Run 1, logic cells by family:
(8 px per um)
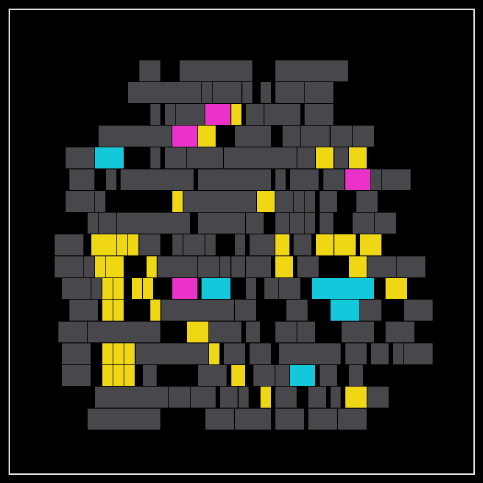
Run 1, M1 wires:
(6 px per um) Supply wires on this layer in gray.
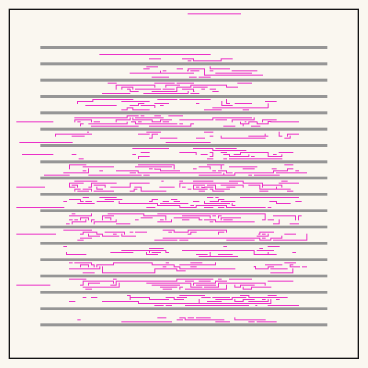
Run 1, congestion heat map:
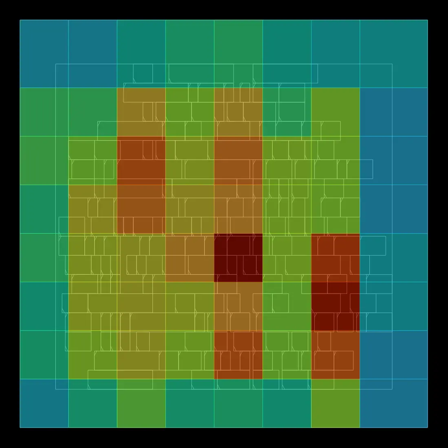
--- src/rtl/multicycle_ctrl_pkg.sv ---
// -----------------------------------------------------------------------------
// multicycle_ctrl_pkg
// Shared definitions for the multi-cycle control FSM and the ALU-control
// decoder: state encodings, supported opcodes, ALUOp codes and aluSrcB codes.
// No ports (package). Keep this the single source of truth for these codes.
// -----------------------------------------------------------------------------
package multicycle_ctrl_pkg;

  typedef enum logic [2:0] {
    S_IDLE   = 3'd0,
    S_FETCH  = 3'd1,
    S_DECODE = 3'd2,
    S_EXEC   = 3'd3,
    S_MEM    = 3'd4,
    S_WB     = 3'd5
  } state_e;

  localparam logic [5:0] OP_RTYPE = 6'b000000;
  localparam logic [5:0] OP_LW    = 6'b100011;
  localparam logic [5:0] OP_SW    = 6'b101011;
  localparam logic [5:0] OP_BEQ   = 6'b000100;
  localparam logic [5:0] OP_ORI   = 6'b001101;

  localparam logic [1:0] ALUOP_ADD   = 2'b00;
  localparam logic [1:0] ALUOP_SUB   = 2'b01;
  localparam logic [1:0] ALUOP_FUNCT = 2'b10;
  localparam logic [1:0] ALUOP_OR    = 2'b11;

  localparam logic [1:0] SRCB_RT      = 2'b00;
  localparam logic [1:0] SRCB_FOUR    = 2'b01;
  localparam logic [1:0] SRCB_IMM     = 2'b10;
  localparam logic [1:0] SRCB_IMM_SH2 = 2'b11;

  function automatic logic is_legal_op(input logic [5:0] op_v);
    logic legal;
    legal = 1'b0;
    case (op_v)
      OP_RTYPE, OP_LW, OP_SW, OP_BEQ, OP_ORI: legal = 1'b1;
      default:                                legal = 1'b0;
    endcase
    return legal;
  endfunction

endpackage

--- src/rtl/multicycle_ctrl_mem_wait_timer.sv ---
// -----------------------------------------------------------------------------
// mem_wait_timer
// Counts cycles a memory request has been outstanding and flags the cycle on
// which the request has waited MEM_TIMEOUT cycles. MEM_TIMEOUT = 0 disables.
// Ports:
//   clk_i, rst_i  clock, asynchronous active-high reset
//   clr_i         restart the count (new access begins next cycle)
//   inc_i         request pending and not acknowledged this cycle
//   timeout_o     this is the last allowed waiting cycle
// -----------------------------------------------------------------------------
module mem_wait_timer #(
  parameter int MEM_TIMEOUT = 16,
  parameter int CNT_W       = 5
) (
  input  logic clk_i,
  input  logic rst_i,
  input  logic clr_i,
  input  logic inc_i,
  output logic timeout_o
);

  localparam logic [CNT_W-1:0] LIMIT = CNT_W'((MEM_TIMEOUT > 0) ? (MEM_TIMEOUT - 1) : 0);

  logic [CNT_W-1:0] cnt_q, cnt_d;

  always_comb begin
    cnt_d = cnt_q;
    if (clr_i)      cnt_d = '0;
    else if (inc_i) cnt_d = cnt_q + CNT_W'(1);
  end

  always_ff @(posedge clk_i or posedge rst_i) begin
    if (rst_i) cnt_q <= '0;
    else       cnt_q <= cnt_d;
  end

  assign timeout_o = (MEM_TIMEOUT != 0) && (cnt_q == LIMIT);

endmodule

--- src/rtl/multicycle_ctrl.sv ---
// -----------------------------------------------------------------------------
// multicycle_ctrl
// Multi-cycle control FSM for the CPU datapath (R-type, LW, SW, BEQ, ORI).
// Sequences FETCH/DECODE/EXEC/MEM/WB and drives every datapath select.
// Ports:
//   clk, rst               clock, asynchronous active-high reset
//   run                    level enable sampled at IDLE and at retire
//   op[5:0]                instruction-register opcode bits
//   aluZero                ALU zero flag (BEQ)
//   memAck / memReq,memWr  unified memory port handshake
//   iorD, irWr, pcWr, pcSrc, aluSrcA, aluSrcB, aluOpSig, regDstSig,
//   regWrSig, memToReg     datapath selects/enables
//   done, illegal, fault   one-cycle event pulses
//   state[2:0]             current state for debug
// Optional: define MULTICYCLE_CTRL_PERF_EN to add retired[31:0] and
// cycles[31:0] performance counters.
// -----------------------------------------------------------------------------
module multicycle_ctrl
  import multicycle_ctrl_pkg::*;
#(
  parameter int MEM_TIMEOUT = 16,
  parameter int CNT_W       = 5
) (
  input  logic       clk,
  input  logic       rst,
  input  logic       run,
  input  logic [5:0] op,
  input  logic       aluZero,
  input  logic       memAck,
  output logic       memReq,
  output logic       memWr,
  output logic       iorD,
  output logic       irWr,
  output logic       pcWr,
  output logic       pcSrc,
  output logic       aluSrcA,
  output logic [1:0] aluSrcB,
  output logic [1:0] aluOpSig,
  output logic       regDstSig,
  output logic       regWrSig,
  output logic       memToReg,
  output logic       done,
  output logic       illegal,
  output logic       fault,
  output logic [2:0] state
`ifdef MULTICYCLE_CTRL_PERF_EN
  ,
  output logic [31:0] retired,
  output logic [31:0] cycles
`endif
);

  state_e     state_q, state_d;
  logic [5:0] opreg_q, opreg_d;
  logic       retire;
  logic       tmo;
  logic       wait_clr;

  always_comb begin
    state_d   = state_q;
    opreg_d   = opreg_q;
    retire    = 1'b0;
    memReq    = 1'b0;
    memWr     = 1'b0;
    iorD      = 1'b0;
    irWr      = 1'b0;
    pcWr      = 1'b0;
    pcSrc     = 1'b0;
    aluSrcA   = 1'b0;
    aluSrcB   = SRCB_RT;
    aluOpSig  = ALUOP_ADD;
    regDstSig = 1'b0;
    regWrSig  = 1'b0;
    memToReg  = 1'b0;
    done      = 1'b0;
    illegal   = 1'b0;
    fault     = 1'b0;

    case (state_q)
      S_IDLE: if (run) state_d = S_FETCH;

      S_FETCH: begin
        memReq  = 1'b1;
        aluSrcB = SRCB_FOUR;
        if (memAck) begin
          irWr    = 1'b1;
          pcWr    = 1'b1;
          state_d = S_DECODE;
        end else if (tmo) begin
          // Ack on the last allowed cycle is handled above and wins.
          fault   = 1'b1;
          state_d = S_IDLE;
        end
      end

      S_DECODE: begin
        opreg_d = op;
        aluSrcB = SRCB_IMM_SH2;  // ALU forms the branch target speculatively
        if (is_legal_op(op)) begin
          state_d = S_EXEC;
        end else begin
          illegal = 1'b1;
          state_d = run ? S_FETCH : S_IDLE;
        end
      end

      S_EXEC: begin
        aluSrcA = 1'b1;
        case (opreg_q)
          OP_RTYPE: begin
            aluSrcB  = SRCB_RT;
            aluOpSig = ALUOP_FUNCT;
            state_d  = S_WB;
          end
          OP_LW, OP_SW: begin
            aluSrcB  = SRCB_IMM;
            aluOpSig = ALUOP_ADD;
            state_d  = S_MEM;
          end
          OP_ORI: begin
            aluSrcB  = SRCB_IMM;
            aluOpSig = ALUOP_OR;
            state_d  = S_WB;
          end
          OP_BEQ: begin
            aluSrcB  = SRCB_RT;
            aluOpSig = ALUOP_SUB;
            pcSrc    = 1'b1;
            pcWr     = aluZero;
            retire   = 1'b1;
          end
          default: state_d = S_IDLE;
        endcase
      end

      S_MEM: begin
        memReq = 1'b1;
        iorD   = 1'b1;
        memWr  = (opreg_q == OP_SW);
        if (memAck) begin
          if (opreg_q == OP_SW) retire  = 1'b1;
          else                  state_d = S_WB;
        end else if (tmo) begin
          fault   = 1'b1;
          state_d = S_IDLE;
        end
      end

      S_WB: begin
        regWrSig  = 1'b1;
        regDstSig = (opreg_q == OP_RTYPE);
        memToReg  = (opreg_q == OP_LW);
        retire    = 1'b1;
      end

      default: state_d = S_IDLE;  // unused encodings 6/7
    endcase

    if (retire) begin
      done    = 1'b1;
      state_d = run ? S_FETCH : S_IDLE;
    end
  end

  always_ff @(posedge clk or posedge rst) begin
    if (rst) begin
      state_q <= S_IDLE;
      opreg_q <= '0;
    end else begin
      state_q <= state_d;
      opreg_q <= opreg_d;
    end
  end

  // Restart the wait count whenever a new memory access begins.
  assign wait_clr = (state_d != state_q) && ((state_d == S_FETCH) || (state_d == S_MEM));

  mem_wait_timer #(
    .MEM_TIMEOUT(MEM_TIMEOUT),
    .CNT_W      (CNT_W)
  ) u_wait (
    .clk_i    (clk),
    .rst_i    (rst),
    .clr_i    (wait_clr),
    .inc_i    (memReq && !memAck),
    .timeout_o(tmo)
  );

  assign state = state_q;

`ifdef MULTICYCLE_CTRL_PERF_EN
  logic [31:0] retired_q, cycles_q;

  always_ff @(posedge clk or posedge rst) begin
    if (rst) begin
      retired_q <= '0;
      cycles_q  <= '0;
    end else begin
      if (done)              retired_q <= retired_q + 32'd1;
      if (state_q != S_IDLE) cycles_q  <= cycles_q + 32'd1;
    end
  end

  assign retired = retired_q;
  assign cycles  = cycles_q;
`endif

endmodule

--- config.mk ---
export PLATFORM = sky130hd
export DESIGN_NAME = multicycle_ctrl
export DESIGN_NICKNAME = d
export VERILOG_FILES = /design/src/rtl/multicycle_ctrl_pkg.sv /design/src/rtl/multicycle_ctrl_mem_wait_timer.sv /design/src/rtl/multicycle_ctrl.sv
export SDC_FILE = /design/constraint.sdc
export NUM_CORES = 1
export LEC_CHECK = 0
export CORE_MARGIN = 5
export CORE_UTILIZATION = 47
export DETAILED_ROUTE_END_ITERATION = 10
export MAX_ROUTING_LAYER = met4
export PLACE_DENSITY = 0.83
export SLEW_MARGIN = 20
export SYNTH_ARGS = -nofsm -noshare
export SYNTH_HDL_FRONTEND = slang
export SYNTH_SLANG_ARGS = --single-unit
--- constraint.sdc ---
create_clock -name clk -period 2.8 [get_ports clk]
set_clock_uncertainty 0.05 [all_clocks]
set_input_delay 0.28 -clock clk [delete_from_list [all_inputs] [get_ports clk]]
set_output_delay 0.28 -clock clk [all_outputs]
set_load 0.02 [all_outputs]
==> flow_summary.toml, run 1 <==
# generated from flow reports
[synthesis]
number_of_synthesized_flops_with_an_enable_pin = 0
synth.most_common_cell = "nand2_1"
synth_adder_area_share_pct = 2.32
ys.warnings.count = 0
synthDominantAreaCellType = "dfrtp_1"
synth.cell_area_mm2 = 0.00108
compound_area_share_pct = 17.8
synth_simple_gate_area_share_pct = 35.7
ff_type = "dfrtp_1"
top_cells_by_count = "nand2_1 (21), dfrtp_1 (14), nor2_1 (13), inv_1 (10)"
cell_total_in_the_yosys_stat_output = 131
ys_area_mm2 = 0.00108
async_flop_share_pct = 100
synthCells = 131

[final_timing]
max-slew-margin-rel_pct = 50.7
finalSetupViolCount = 0
final_critical_path_setup_slack_ns = 0.146
timing.final.hold_violations = 0
clock.fmax_mhz = 377
total_negative_slack_ns = 0

[floorplan]
die_x_um = 57.9
placement_rows = 17
fp_util_pct = 48.8
die_h_um = 57.9

[clocking]
postCtsSetupBuffers = 0
clock_tree.htree_level_count = 1
holdBufCountCts = 0
clockBufferDepth = 2
clock_sinks = 14
tritoncts_clock_tree = "yes"

[power]
p_leak_uw = 0.000675
vdd.ir_drop.worst_mv = 0.443

[worst_setup_path]
cp-start-kind = "register"
crit-reg2reg-capture = "u_wait.cnt_q[1]"
path_max_fanout = 4
worst_ep_required_time_ns = 2.47
setup_slack_on_the_worst_flop_to_flop_path_ns = 0.54
endpoint_kind = "primary output"
kind_of_critical_path = "register to primary output"

[global_route]
globalRouteOverflowTotal = 0
grt_start_max_net_pins = 15

[placed_design]
placed_cell_area_mm2 = 0.00147
dpl.hpwl_mm = 2.40
detailedPlace.worstSlack_ns = 0.00869

[cells_and_area]
non_filler_instance_count_after_layout = 199
largest_reg_flops = 6
final_area_mm2 = 0.00150

[detailed_routing]
number_of_drc_markers_after_the_initial_detailed_route_iteration = 29
route.vias.total = 1106
detail_route.first_pass.iterations = 5
detail_routed_net_length_per_standard_cell_um = 14.7

[run]
log.warning_count = 26

[status]
result_of_the_run = "completed"
Notes on 'logic cells by family' above:
cyan -> AND-OR and OR-AND gates  # cells 5
yellow -> NAND gates  # cells 37
magenta -> XOR/XNOR gates  # cells 4

Notes on 'M1 wires' above:
wire length on this layer = 1320 um
longest straight run = 22.1 um
share of all routed wire = 45%
nets with wire on the layer = 169
main direction = horizontal

Notes on 'congestion heat map' above:
most used routing layer in global routing: met2
GRT Util Overall: 18.7%
met1 Track Usage GR: 22.5%
final core utilization: 67.6%

[run 1: worst max-delay path by stage]
stage	from	end	slack (ns)
after global placement	opreg_q[1]	aluSrcB[1]	0.10
final	opreg_q[1]	aluOpSig[1]	0.15
after detailed placement	u_wait.cnt_q[0]	aluSrcB[1]	0.009
after floorplan	state[1]	aluSrcB[1]	0.45
after CTS	u_wait.cnt_q[0]	aluSrcB[1]	0.001
after global routing	u_wait.cnt_q[0]	aluSrcB[1]	0.02
[run 1: worst max-delay path, stage by stage (launching register included)]
cell and delay, ns:
dfrtp_1 0.41, or3_4 0.40, buf_4 0.16, or2_2 0.32, a21oi_1 0.14, clkdlybuf4s50_1 0.62
[run 1: power breakdown]
| group | total [uW] | switching (uW) | internal [uW] | leakage, uW |
|---|---|---|---|---|
| Sequential | 350 | 72.4 | 278 | 0.000181 |
| Combinational | 786 | 432 | 355 | 0.000473 |
| Clock | 142 | 63.0 | 79.1 | 0.0000210 |
[run 1: final cells by class]
class / instances / area (um2)
clock buffers: 4 / 36.3
fillers: 187 / 716
inverters: 11 / 41.3
multi-input cells: 100 / 648
flip-flops and latches: 14 / 350
well taps: 28 / 35.0
repair buffers: 42 / 385
[run 1: per-layer routing]
metal | wire, um | track usage (%) | vias up
met5 | 0 | - | -
li1 | - | - | 538
met3 | 112 | 2.90 | 6
met2 | 1440 | 31.1 | 29
met1 | 1320 | 22.5 | 533
met4 | 48 | 7.62 | 0
[run 1: placed cells by master, fill, tap and decap left out, drive strengths merged, types with 3 or more instances in the layout]
cell type,instances
inv,11
nand2b,5
or3,5
or2,3
a21oi,3
o21ai,5
dfrtp,14
clkbuf,5
nand3b,5
clkdlybuf4s50,26
buf,12
nor2,13
nand4,3
nor3b,3
nand2,21
Run 1, close-up of the layout:
Window x 14 to 44, y 26 to 56 um. Cells in gray, sequential cells in the stronger gray; small squares are vias.
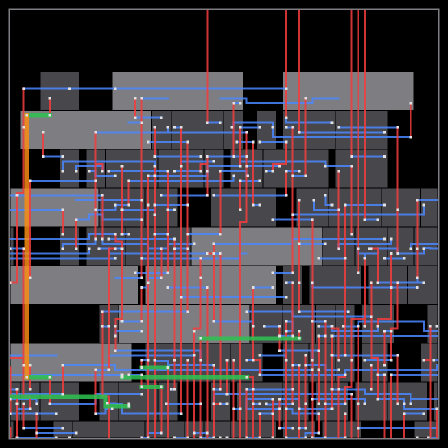

==> inputs of run 2 (changes only) <==
CORE_MARGIN = not set   (was 5)
GPL_TIMING_DRIVEN = 0   (was not set)
Run 2, close-up of the layout:
Window x 10 to 40, y 20 to 50 um. Cells in gray, sequential cells in the stronger gray; small squares are vias.
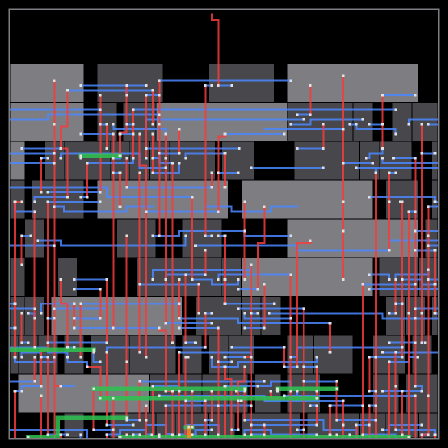
blue -> metal 1
red -> metal 2
green -> metal 3
orange -> metal 4
sequential cells in the window = 10
most frequent = nand2_1 (10), dfrtp_1 (10), nor2_1 (9)
cells with their middle in the window = 73
netlist names of flops here include = u_wait.cnt_q (4), opreg_q (3), state (3)

Run 2, signal wires by layer:
(8 px per um) Two of the layers only.
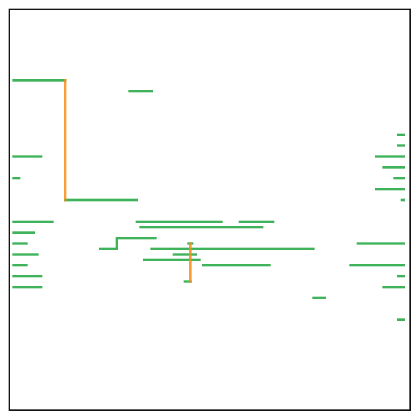
orange -> metal 4  # wire length 19.7 um
green -> metal 3  # wire length 150 um

Run 2, M1 wires:
(8 px per um) Supply wires on this layer in gray.
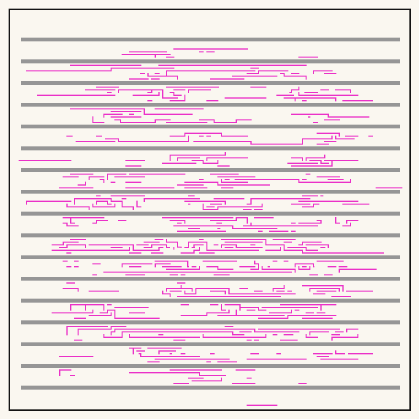
longest straight run = 23.5 um
wire length on this layer = 1190 um

==> run 2 against run 1 <==
Net effect:
- cell count fell by 2.5%
- via count fell by 3.3%
- first-iteration DRC count fell by 17%
- sequential power rose by 4%
- critical path type unchanged
- synthesized area did not move
- core utilization rose by 3.7 points
- highest routed layer unchanged
- routed wire length fell by 9.4%
==> flow_summary.toml, run 2 <==
# generated from flow reports
[power]
p_sw_uw = 556
power.sequential.total_uw = 365
comb_power_share_pct = 59.3
internal-power_uw = 688
vdd.ir_drop.worst_mv = 0.511
power_leader = "combinational logic"
p_clk_uw = 141
p_leak_uw = 0.000662
pwr-share-seq_pct = 29.4
swShare_pct = 44.7
clockPowerShare_pct = 11.4
p_comb_uw = 737

[cells_and_area]
comb_area_um2 = 653
antenna_cells_inserted = 0
number_of_fillers_in_the_final_layout = 177
most_common_cell_after_layout_fill_and_taps_aside = "clkdlybuf4s50_1"
largest_reg_flops = 6
ff_latch_area_um2 = 350
most-common-layout-cells = "clkdlybuf4s50_1 (27), nand2_1 (21), dfrtp_1 (14)"
non_filler_instance_count_after_layout = 194
registers.top_by_ff_count = "opreg_q"

[detailed_routing]
route.vias.total = 1069
top_layer = "met4"
detail_routed_net_length_per_standard_cell_um = 13.6
met2_length_mm = 1.28
route.layer.met1.wl_mm = 1.19
route.detailed.vias_per_inst = 5.51
detail_route.first_pass.iterations = 4
met3_length_um = 149
number_of_drc_markers_after_the_initial_detailed_route_iteration = 24

[status]
result_of_the_run = "completed"

[worst_setup_path]
timing.reg2reg.worst_path_depth = 11
endpoint_kind = "primary output"
critPathBufInv = 1
worst_ep_required_time_ns = 2.47
max_stage_delay_ns = 0.63
kind_of_critical_path = "register to primary output"
slowest_stage = "clkdlybuf4s50_1"
critical_path.top_delay_family = "simple AND/OR/NAND/NOR gates"
worstPathCellList = "or3_4, or2_2, a211oi_1, clkdlybuf4s50_1"
path_max_fanout = 5
cp-start-kind = "register"
worst-path-stages = 4

[clocking]
clockBufferDepth = 2
clock_tree.htree_level_count = 1
holdBufCountCts = 0
cts_buffers = 3
clock_sinks = 14
insertion_delay_ns = 0.27
tritoncts_clock_tree = "yes"

[floorplan]
die_h_um = 49.9
fp_util_pct = 52.4
die_x_um = 49.9
placement_rows = 16

[global_route]
global_route.usage.total_pct = 24.4
grt_start_max_net_pins = 15
first_pass_grt_wire_length_mm = 4.62
globalRouteOverflowTotal = 0
most_used_routing_layer_in_global_routing = "met2"
met1_usage_pct = 27.9
global_route.usage.met2_pct = 43.7
global_route.usage.met3_pct = 3.40

[synthesis]
top_cells_by_count = "nand2_1 (21), dfrtp_1 (14), nor2_1 (13), inv_1 (10)"
synthCells = 131
cell_total_in_the_yosys_stat_output = 131
number_of_synthesized_flops_with_an_enable_pin = 0
async_flop_share_pct = 100
synthesis.area_per_instance_um2 = 8.24
ys_area_mm2 = 0.00108
ff_type = "dfrtp_1"
synth.cell_area_mm2 = 0.00108
ys.warnings.count = 0
synthDominantAreaCellType = "dfrtp_1"
synth.most_common_cell = "nand2_1"

[final_timing]
fin_crit_sh_pct = 95.0
unrepaired_setup_endpoints_after_global_routing = "false"
timing.final.hold_violations = 0
max-slew-margin-rel_pct = 49.4
clock.fmax_mhz = 376

[run]
log.warning_count = 26

[placed_design]
dpl.cell_count = 188
dpl.hpwl_mm = 2.11
run 2: cell counts after synthesis:
No cell type changed its count.
run 2: metrics by stage:
step                util [%]  setup slack (ns)  hold WS [ns]  setup TNS (ns)  area, um2
floorplan                  -             0.449         0.119               0       1080
global placement        68.6           -0.0537         0.461         -0.0537       1410
detailed placement      68.6            -0.108         0.481          -0.108       1410
CTS                     70.4           0.00393         0.291               0       1450
global route            71.3           0.00650         0.339               0       1470
finish                  71.3             0.140         0.285               0       1470
run 2: worst paths after layout:
| kind | from | slack, ns | end |
|---|---|---|---|
| max | opreg_q[1] | 0.14 | aluOpSig[0] |
| min | rst | 0.28 | u_wait.cnt_q[1] |
| max reg2reg | u_wait.cnt_q[0] | 0.47 | u_wait.cnt_q[0] |
| min reg2reg | opreg_q[5] | 0.51 | opreg_q[5] |
| max in group asynchronous | rst | 2.07 | opreg_q[3] |
| min in group clk | opreg_q[5] | 0.51 | opreg_q[5] |
run 2: timing repair:
item	CTS	global route
setup buffers	0	2
setup endpoints to repair	1	3
pin swaps	1	1
resized	4	4
endpoints found under the hold margin	0	0
run 2: area by class of cell:
class / count / share of cell area (%)
Multi-Input combinational cell: 100 / 44.4
Tap cell: 27 / 2.30
Clock buffer: 4 / 2.47
Inverter: 11 / 2.81
Timing Repair Buffer: 32 / 21.4
Sequential cell: 14 / 23.8
Buffer: 6 / 2.72
run 2: logic make-up after synthesis:
group / Yosys count / share of synthesized area, %
AND/OR/NAND/NOR: 70 / 35.7
AND-OR/OR-AND: 23 / 17.8
buffers and inverters: 17 / 7.53
flip-flops: 14 / 32.4
XOR/XNOR: 4 / 3.25
adder cells (fa/ha/maj): 2 / 2.32
multiplexers: 1 / 0.927
==> inputs of run 3 (changes only) <==
GPL_TIMING_DRIVEN = not set   (was 0)
SETUP_SLACK_MARGIN = 0.2   (was not set)
==> run 3 against run 2 <==
Net effect:
- worst setup slack improved by 0.0087 ns
- non-clock buffer count rose by 6
- clock power grew 3%
- fmax is 0.33% higher
- count of clock-buffer cells in the layout did not move
- first-iteration DRC count grew 33%
- critical path type unchanged
- largest power group unchanged
==> flow_summary.toml, run 3 <==
# generated from flow reports
[status]
result_of_the_run = "completed"

[power]
clockPowerShare_pct = 11.0
internal-power_uw = 730
vdd.ir_drop.worst_mv = 0.520

[synthesis]
ff_type = "dfrtp_1"
synthCells = 131
synth.most_common_cell = "nand2_1"
compound_area_share_pct = 17.8
ys.warnings.count = 0
number_of_synthesized_flops_with_an_enable_pin = 0

[final_timing]
final_critical_path_setup_slack_ns = 0.149
fin_hold_ws_ns = 0.283
unrepaired_setup_endpoints_after_global_routing = "true"

[placed_design]
dpl.cell_count = 194
dpl.hpwl_mm = 2.20
detailedPlace.worstSlack_ns = 0.0427
placed_cell_area_mm2 = 0.00146

[detailed_routing]
met2_length_mm = 1.44
number_of_drc_markers_after_the_initial_detailed_route_iteration = 32

[cells_and_area]
comb_area_um2 = 663
most_common_cell_after_layout_fill_and_taps_aside = "clkdlybuf4s50_1"

[global_route]
most_used_routing_layer_in_global_routing = "met2"
grt_start_max_net_pins = 15
global_route.usage.met3_pct = 3.09
first_pass_grt_wire_length_mm = 4.71
met1_usage_pct = 33.8

[worst_setup_path]
critical_path.top_delay_family = "simple AND/OR/NAND/NOR gates"
max_stage_delay_ns = 0.42
crit_path_start = "opreg_q[1]"
setup_slack_on_the_worst_flop_to_flop_path_ns = 0.52
worstPathCellList = "or3_4, buf_4, or2_2, a211oi_1, dlygate4sd2_1"
kind_of_critical_path = "register to primary output"
setup.worst_path.end = "aluOpSig[0]"
worst_ep_required_time_ns = 2.47
endpoint_kind = "primary output"
worstReg2RegStart = "u_wait.cnt_q[0]"

[floorplan]
die_h_um = 49.9

[clocking]
cts_buffers = 3
==> run 3: cell counts after synthesis <==
Identical to the previous run, type by type.
==> run 3: how the worst min path moves through the flow <==
| stage | from | cells past startpoint | slack [ns] | to |
|---|---|---|---|---|
| finish | rst | 2 | 0.28 | u_wait.cnt_q[3] |
| global route | rst | 2 | 0.36 | u_wait.cnt_q[3] |
| CTS | rst | 2 | 0.29 | u_wait.cnt_q[1] |
| detailed placement | opreg_q[5] | 2 | 0.46 | opreg_q[5] |
| global placement | opreg_q[5] | 2 | 0.46 | opreg_q[5] |
| floorplan | rst | 1 | 0.12 | opreg_q[0] |
==> run 3: cell type report <==
type | count | area share (%)
Tap cell | 27 | 2.21
Inverter | 11 | 2.70
Clock buffer | 4 | 2.37
Sequential cell | 14 | 22.9
Multi-Input combinational cell | 100 | 43.4
Timing Repair Buffer | 44 | 26.4
==> run 3: power by group through the flow <==
| stage | clock [uW] | sequential, uW | combinational [uW] |
|---|---|---|---|
| 5_1_grt | 154 | 351 | 901 |
| 2_1_floorplan | 0 | 358 | 479 |
| 3_5_place_dp | 0 | 342 | 789 |
| 6_report | 145 | 342 | 823 |
| 4_1_cts | 148 | 338 | 787 |
| 3_3_place_gp | 0 | 337 | 765 |
==> run 3: kinds of logic after synthesis <==
| group | Yosys count |
|---|---|
| fa+ha+maj | 2 |
| xor+xnor | 4 |
| flops | 14 |
| compound gates | 23 |
| simple gates | 70 |
| buf+inv | 17 |
| mux | 1 |
==> run 3: what timing repair did <==
item / in CTS / in global routing
pin swaps: 0 / 3
endpoints found under the setup margin: 5 / 4
gates resized: 12 / 7
buffers inserted: 0 / 2
hold buffers: 0 / 0
Run 3, signal wires by layer:
(8 px per um) Two of the layers only.
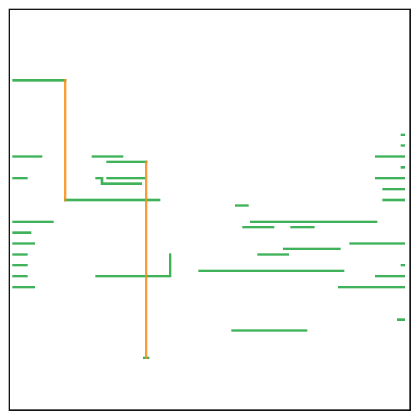
orange -> metal 4  # wire length 39.4 um
green -> metal 3  # wire length 164 um

Run 3, congestion heat map:
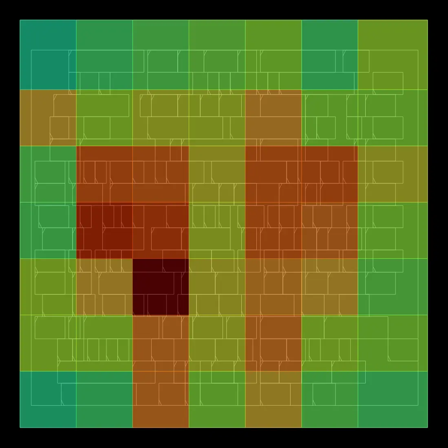
final core utilization: 74.2%
GR Util met2: 41.2%
detail-routed net length per standard cell: 14.6 um
GRT Util Overall: 25.6%

Run 3, M1 wires:
(8 px per um) Supply wires on this layer in gray.
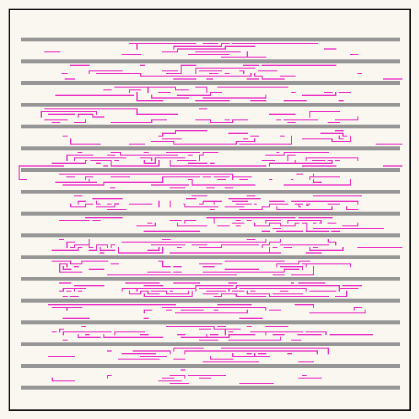
main direction = horizontal
nets with wire on the layer = 163
wire length on this layer = 1270 um
longest straight run = 21.6 um
share of all routed wire = 44%

No activity file was given, so power comes from the tool's default toggle rates.
